[src/rtl/cache_refill_ctrl_pkg.sv]
// Shared cache line geometry, state encoding and address helpers
// for the refill engine and its beat sequencer.
package cache_pkg;

  localparam int ADDR_W             = 32;
  localparam int LINE_WORDS         = 4;
  localparam int CACHE_LINE_SIZE    = 16;
  localparam int CACHE_LINE_BIT_NUM = 128;

  localparam int OFS_LO  = 0;
  localparam int OFS_HI  = $clog2(CACHE_LINE_SIZE) - 1;
  localparam int WSEL_LO = 2;
  localparam int WSEL_HI = OFS_HI;

  typedef logic [ADDR_W-1:OFS_HI+1]       line_t;
  typedef logic [WSEL_HI-WSEL_LO:0]       wsel_t;
  typedef logic [CACHE_LINE_BIT_NUM-1:0]  line_data_t;

  typedef enum logic [1:0] {
    IDLE,
    WB,
    FILL,
    LOAD
  } state_e;

  function automatic logic [ADDR_W-1:0] beat_addr(
    input line_t l,
    input wsel_t k
  );
    return {l, k, {WSEL_LO{1'b0}}};
  endfunction

  function automatic line_t line_of(
    input logic [ADDR_W-1:0] a
  );
    return a[ADDR_W-1:OFS_HI+1];
  endfunction

endpackage

[src/rtl/cache_refill_ctrl_if.sv]
// Cache-side miss/load bundle and word-wide memory bus bundle.
// The cache masters the miss side; the engine masters the memory side.
interface cache_miss_if;
  import cache_pkg::*;

  logic                miss_req_in;
  logic [ADDR_W-1:0]   miss_addr_in;
  logic                dirty_in;
  logic [ADDR_W-1:0]   wb_addr_in;
  line_data_t          wbdata_in;
  line_data_t          ldata_out;
  logic                begin_load_out;
  logic                load_en_out;
  logic                ready_out;

  modport master (
    output miss_req_in, miss_addr_in, dirty_in,
    output wb_addr_in, wbdata_in,
    input  ldata_out, begin_load_out,
    input  load_en_out, ready_out
  );

  modport slave (
    input  miss_req_in, miss_addr_in, dirty_in,
    input  wb_addr_in, wbdata_in,
    output ldata_out, begin_load_out,
    output load_en_out, ready_out
  );
endinterface

interface mem_bus_if;
  import cache_pkg::*;

  logic               mem_req_out;
  logic               mem_we_out;
  logic [ADDR_W-1:0]  mem_addr_out;
  logic [31:0]        mem_wdata_out;
  logic [31:0]        mem_rdata_in;
  logic               mem_ack_in;

  modport master (
    output mem_req_out, mem_we_out,
    output mem_addr_out, mem_wdata_out,
    input  mem_rdata_in, mem_ack_in
  );

  modport slave (
    input  mem_req_out, mem_we_out,
    input  mem_addr_out, mem_wdata_out,
    output mem_rdata_in, mem_ack_in
  );
endinterface

[src/rtl/cache_refill_ctrl_beat_seq.sv]
// Beat counter and word-address generator, shared by the
// write-back and fill phases of the refill engine.
module mem_beat_seq
  import cache_pkg::*;
(
  input  logic              clk,
  input  logic              rst,
  input  logic              start,
  input  line_t             base,
  input  logic              adv,
  output logic [ADDR_W-1:0] addr,
  output wsel_t             k,
  output logic              last
);

  line_t base_q;
  wsel_t k_q;

  always_ff @(posedge clk or negedge rst) begin
    if (!rst) begin
      base_q <= '0;
      k_q    <= '0;
    end else if (start) begin
      base_q <= base;
      k_q    <= '0;
    end else if (adv) begin
      k_q <= k_q + wsel_t'(1);
    end
  end

  assign addr = beat_addr(base_q, k_q);
  assign k    = k_q;
  assign last = (k_q == wsel_t'(LINE_WORDS - 1));

endmodule

[src/rtl/cache_refill_ctrl.sv]
// Miss responder: writes back a dirty victim, fetches the new line
// beat by beat, then strobes the assembled line into the cache.
module cache_refill_ctrl
  import cache_pkg::*;
(
  input  logic       clk,
  input  logic       rst,
  cache_miss_if.slave cif,
  mem_bus_if.master   mif
);

  state_e     state_q;
  state_e     state_d;
  line_t      miss_line_q;
  line_data_t wb_sh_q;

  logic  ack;
  logic  seq_start;
  line_t seq_base;
  wsel_t k;
  logic  last;

  logic unused_ofs;
  assign unused_ofs = ^{cif.miss_addr_in[OFS_HI:OFS_LO],
                        cif.wb_addr_in[OFS_HI:OFS_LO]};

  // Only beats actually on the bus may be acknowledged.
  assign ack = mif.mem_ack_in & mif.mem_req_out;

  mem_beat_seq u_seq (
    .clk   (clk),
    .rst   (rst),
    .start (seq_start),
    .base  (seq_base),
    .adv   (ack),
    .addr  (mif.mem_addr_out),
    .k     (k),
    .last  (last)
  );

  always_comb begin
    state_d   = state_q;
    seq_start = 1'b0;
    seq_base  = miss_line_q;
    unique case (state_q)
      IDLE: begin
        if (cif.miss_req_in) begin
          seq_start = 1'b1;
          seq_base  = cif.dirty_in ?
                      line_of(cif.wb_addr_in) :
                      line_of(cif.miss_addr_in);
          state_d   = cif.dirty_in ? WB : FILL;
        end
      end
      WB: begin
        if (ack && last) begin
          seq_start = 1'b1;
          state_d   = FILL;
        end
      end
      FILL: begin
        if (ack && last) state_d = LOAD;
      end
      LOAD:    state_d = IDLE;
      default: state_d = IDLE;
    endcase
  end

  always_ff @(posedge clk or negedge rst) begin
    if (!rst) state_q <= IDLE;
    else      state_q <= state_d;
  end

  assign mif.mem_wdata_out = wb_sh_q[31:0];

  always_ff @(posedge clk or negedge rst) begin
    if (!rst) begin
      miss_line_q        <= '0;
      wb_sh_q            <= '0;
      cif.ldata_out      <= '0;
      cif.begin_load_out <= 1'b0;
      cif.load_en_out    <= 1'b0;
      cif.ready_out      <= 1'b1;
      mif.mem_req_out    <= 1'b0;
      mif.mem_we_out     <= 1'b0;
    end else begin
      if (state_q == IDLE && cif.miss_req_in) begin
        miss_line_q <= line_of(cif.miss_addr_in);
        wb_sh_q     <= cif.dirty_in ? cif.wbdata_in : '0;
      end else if (state_q == WB && ack) begin
        // Victim words leave lowest first; zeros shift in behind.
        wb_sh_q <= {32'd0, wb_sh_q[CACHE_LINE_BIT_NUM-1:32]};
      end
      if (state_q == FILL && ack)
        cif.ldata_out[{k, 5'd0} +: 32] <= mif.mem_rdata_in;
      cif.begin_load_out <= (state_d == FILL) || (state_d == LOAD);
      cif.load_en_out    <= (state_d == LOAD);
      cif.ready_out      <= (state_d == IDLE);
      mif.mem_req_out    <= (state_d == WB) || (state_d == FILL);
      mif.mem_we_out     <= (state_d == WB);
    end
  end

endmodule

[src/flat_wrapper.sv]
// flat-port wrapper written by rule: the top's interface ports become plain ports
module cache_refill_ctrl_flat import cache_pkg::*;
  (clk, rst, cif_miss_req_in, cif_miss_addr_in, cif_dirty_in, cif_wb_addr_in, cif_wbdata_in, cif_ldata_out, cif_begin_load_out, cif_load_en_out, cif_ready_out, mif_mem_req_out, mif_mem_we_out, mif_mem_addr_out, mif_mem_wdata_out, mif_mem_rdata_in, mif_mem_ack_in);
  cache_miss_if cif_i ();
  mem_bus_if mif_i ();
  input  logic clk;
  input  logic rst;
  input wire logic [$bits(cif_i.miss_req_in)-1:0] cif_miss_req_in;
  input wire logic [$bits(cif_i.miss_addr_in)-1:0] cif_miss_addr_in;
  input wire logic [$bits(cif_i.dirty_in)-1:0] cif_dirty_in;
  input wire logic [$bits(cif_i.wb_addr_in)-1:0] cif_wb_addr_in;
  input wire logic [$bits(cif_i.wbdata_in)-1:0] cif_wbdata_in;
  output wire logic [$bits(cif_i.ldata_out)-1:0] cif_ldata_out;
  output wire logic [$bits(cif_i.begin_load_out)-1:0] cif_begin_load_out;
  output wire logic [$bits(cif_i.load_en_out)-1:0] cif_load_en_out;
  output wire logic [$bits(cif_i.ready_out)-1:0] cif_ready_out;
  output wire logic [$bits(mif_i.mem_req_out)-1:0] mif_mem_req_out;
  output wire logic [$bits(mif_i.mem_we_out)-1:0] mif_mem_we_out;
  output wire logic [$bits(mif_i.mem_addr_out)-1:0] mif_mem_addr_out;
  output wire logic [$bits(mif_i.mem_wdata_out)-1:0] mif_mem_wdata_out;
  input wire logic [$bits(mif_i.mem_rdata_in)-1:0] mif_mem_rdata_in;
  input wire logic [$bits(mif_i.mem_ack_in)-1:0] mif_mem_ack_in;
  assign cif_i.miss_req_in = cif_miss_req_in;
  assign cif_i.miss_addr_in = cif_miss_addr_in;
  assign cif_i.dirty_in = cif_dirty_in;
  assign cif_i.wb_addr_in = cif_wb_addr_in;
  assign cif_i.wbdata_in = cif_wbdata_in;
  assign cif_ldata_out = cif_i.ldata_out;
  assign cif_begin_load_out = cif_i.begin_load_out;
  assign cif_load_en_out = cif_i.load_en_out;
  assign cif_ready_out = cif_i.ready_out;
  assign mif_mem_req_out = mif_i.mem_req_out;
  assign mif_mem_we_out = mif_i.mem_we_out;
  assign mif_mem_addr_out = mif_i.mem_addr_out;
  assign mif_mem_wdata_out = mif_i.mem_wdata_out;
  assign mif_i.mem_rdata_in = mif_mem_rdata_in;
  assign mif_i.mem_ack_in = mif_mem_ack_in;
  cache_refill_ctrl u_core (.clk(clk), .rst(rst), .cif(cif_i), .mif(mif_i));
endmodule
[config.mk]
export PLATFORM = sky130hd
export DESIGN_NAME = cache_refill_ctrl_flat
export DESIGN_NICKNAME = d
export VERILOG_FILES = /design/src/rtl/cache_refill_ctrl_pkg.sv /design/src/rtl/cache_refill_ctrl_if.sv /design/src/rtl/cache_refill_ctrl_beat_seq.sv /design/src/rtl/cache_refill_ctrl.sv /design/src/flat_wrapper.sv
export SDC_FILE = /design/constraint.sdc
export NUM_CORES = 1
export LEC_CHECK = 0
export CORE_MARGIN = 10
export CORE_UTILIZATION = 30
export DETAILED_ROUTE_END_ITERATION = 8
export HOLD_SLACK_MARGIN = 0.02
export PLACE_DENSITY = 0.6
export SETUP_SLACK_MARGIN = 0.15
export SYNTH_ARGS = -nofsm -noshare
export SYNTH_HDL_FRONTEND = slang
export SYNTH_SLANG_ARGS = --single-unit
export TNS_END_PERCENT = 20
[constraint.sdc]
create_clock -name clk -period 5.85 [get_ports clk]
set_clock_uncertainty 0.2 [all_clocks]
set_input_delay 0.585 -clock clk [delete_from_list [all_inputs] [get_ports clk]]
set_output_delay 0.585 -clock clk [all_outputs]
set_load 0.03 [all_outputs]
==> run_results.csv <==
group,metric,value,unit
outcome,result_of_the_run,"completed",
logic_synthesis,synth-xor-area-share,0.05743,%
cells_and_area,layout.non_clock_inverters,195,
setup_path,worst_setup_path_startpoint,"cif_miss_req_in",
worst_hold_path,hold_path_startpoint,"u_core.miss_line_q[19]",
flow_run,stage_log_warnings,44,
setup_path,crit_required,6.12,ns
cells_and_area,layout.clock.cell_area_share,6.010,%
cts,post-cts-setup-buffer-count,0,
cells_and_area,ff_count,321,
cts,tritoncts,"done",
cts,cts_max_level,2,
logic_synthesis,synth-area-yosys,15250,um^2
power_and_ir_drop,group_with_the_largest_share_of_power,"combinational cells",
flow_run,max_cap_viol_count,0,
setup_path,setup.reg_to_reg.worst_slack,2.81,ns
logic_synthesis,post_synth_inst_count,1487,
logic_synthesis,post-synth-top-count-cell,"dfrtp_1",
logic_synthesis,yosysSeqAreaShare,52.68,%
setup_path,critPathMaxStageDelay,0.86,ns
grt,grt_util_met1,21.74,%
route,drt_pre_antenna_iters,5,
final_timing,final-max-slew-violation-count,0,
logic_synthesis,synth-edff-count,0,
floorplan,nWellTaps,672,
logic_synthesis,yosys.area_share.simple,13.30,%
grt,first_global_vias,12650,
cells_and_area,final_core_utilization,41.74,%
cells_and_area,final_layout_size_suffix_gt1_share,8.537,%
setup_path,timing.critical_path.depth,5,
logic_synthesis,syn_area,15250,um^2
placement,instance_area_after_placement,19670,um^2
cells_and_area,insertedDiodeCount,2,
floorplan,fp_util,30.40,%
placement,place_inst,2443,
cells_and_area,buffers,441,
setup_path,timing.critical_path.buf_inv,2,
floorplan,die_area,60250,um^2
cells_and_area,filler_instances,4793,
cts,clock-sinks,321,
grt,maximum_number_of_pins_on_one_net_before_global_route_repair,150,
setup_path,crit-reg2reg-launch,"u_core.state_q[0]",
route,via_per_inst,4.851,
setup_path,worstRegToRegCells,4,
final_timing,hold_slack,0.2636,ns
final_timing,layout_min_cycle_time,3.137,ns
power_and_ir_drop,clk-power,2.39,mW
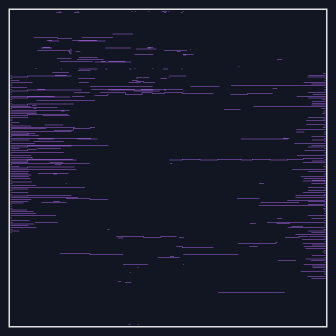
(images/met3.png)
share of all routed wire: 9.3%
main direction: horizontal
wire length on this layer: 4,790 um
fraction of met3 tracks used by global routing: 5.919%
wire length reported by the detailed router: 51,780 um
DR vias: 12,190

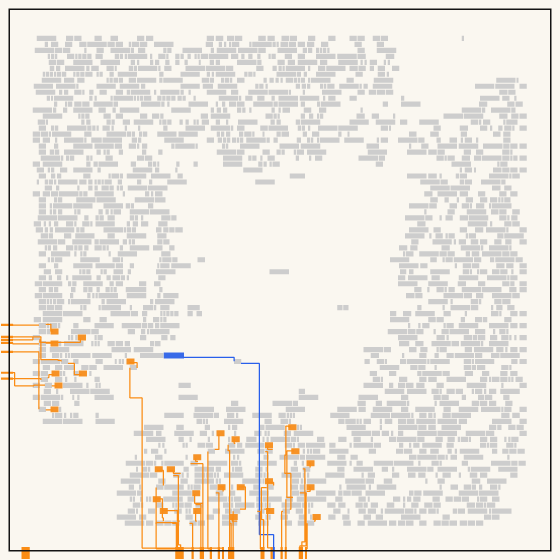
(images/port_nets.png)
| colour | port | bits | direction | end cells | buffers | wire |
|---|---|---|---|---|---|---|
| blue | `cif_begin_load_out` | 1 | output | 1 | 1 | 124 um |
| orange | `cif_wb_addr_in` | 32 | input | 28 | 28 | 1,070 um |

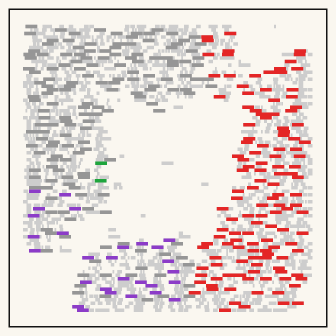
(images/registers.png)
Other sequential cells in the stronger grey, the rest of the logic in the fainter grey.
| colour | netlist name | placed flops |
|---|---|---|
| green | `u_core.u_seq.k` | 2 |
| purple | `u_core.u_seq.base_q` | 28 |
| red | `u_core.wb_sh_q` | 128 |
register share of the cell area: 38.36%
power consumed by sequential cells: 3.68 mW

No activity file was given, so power comes from the tool's default toggle rates.
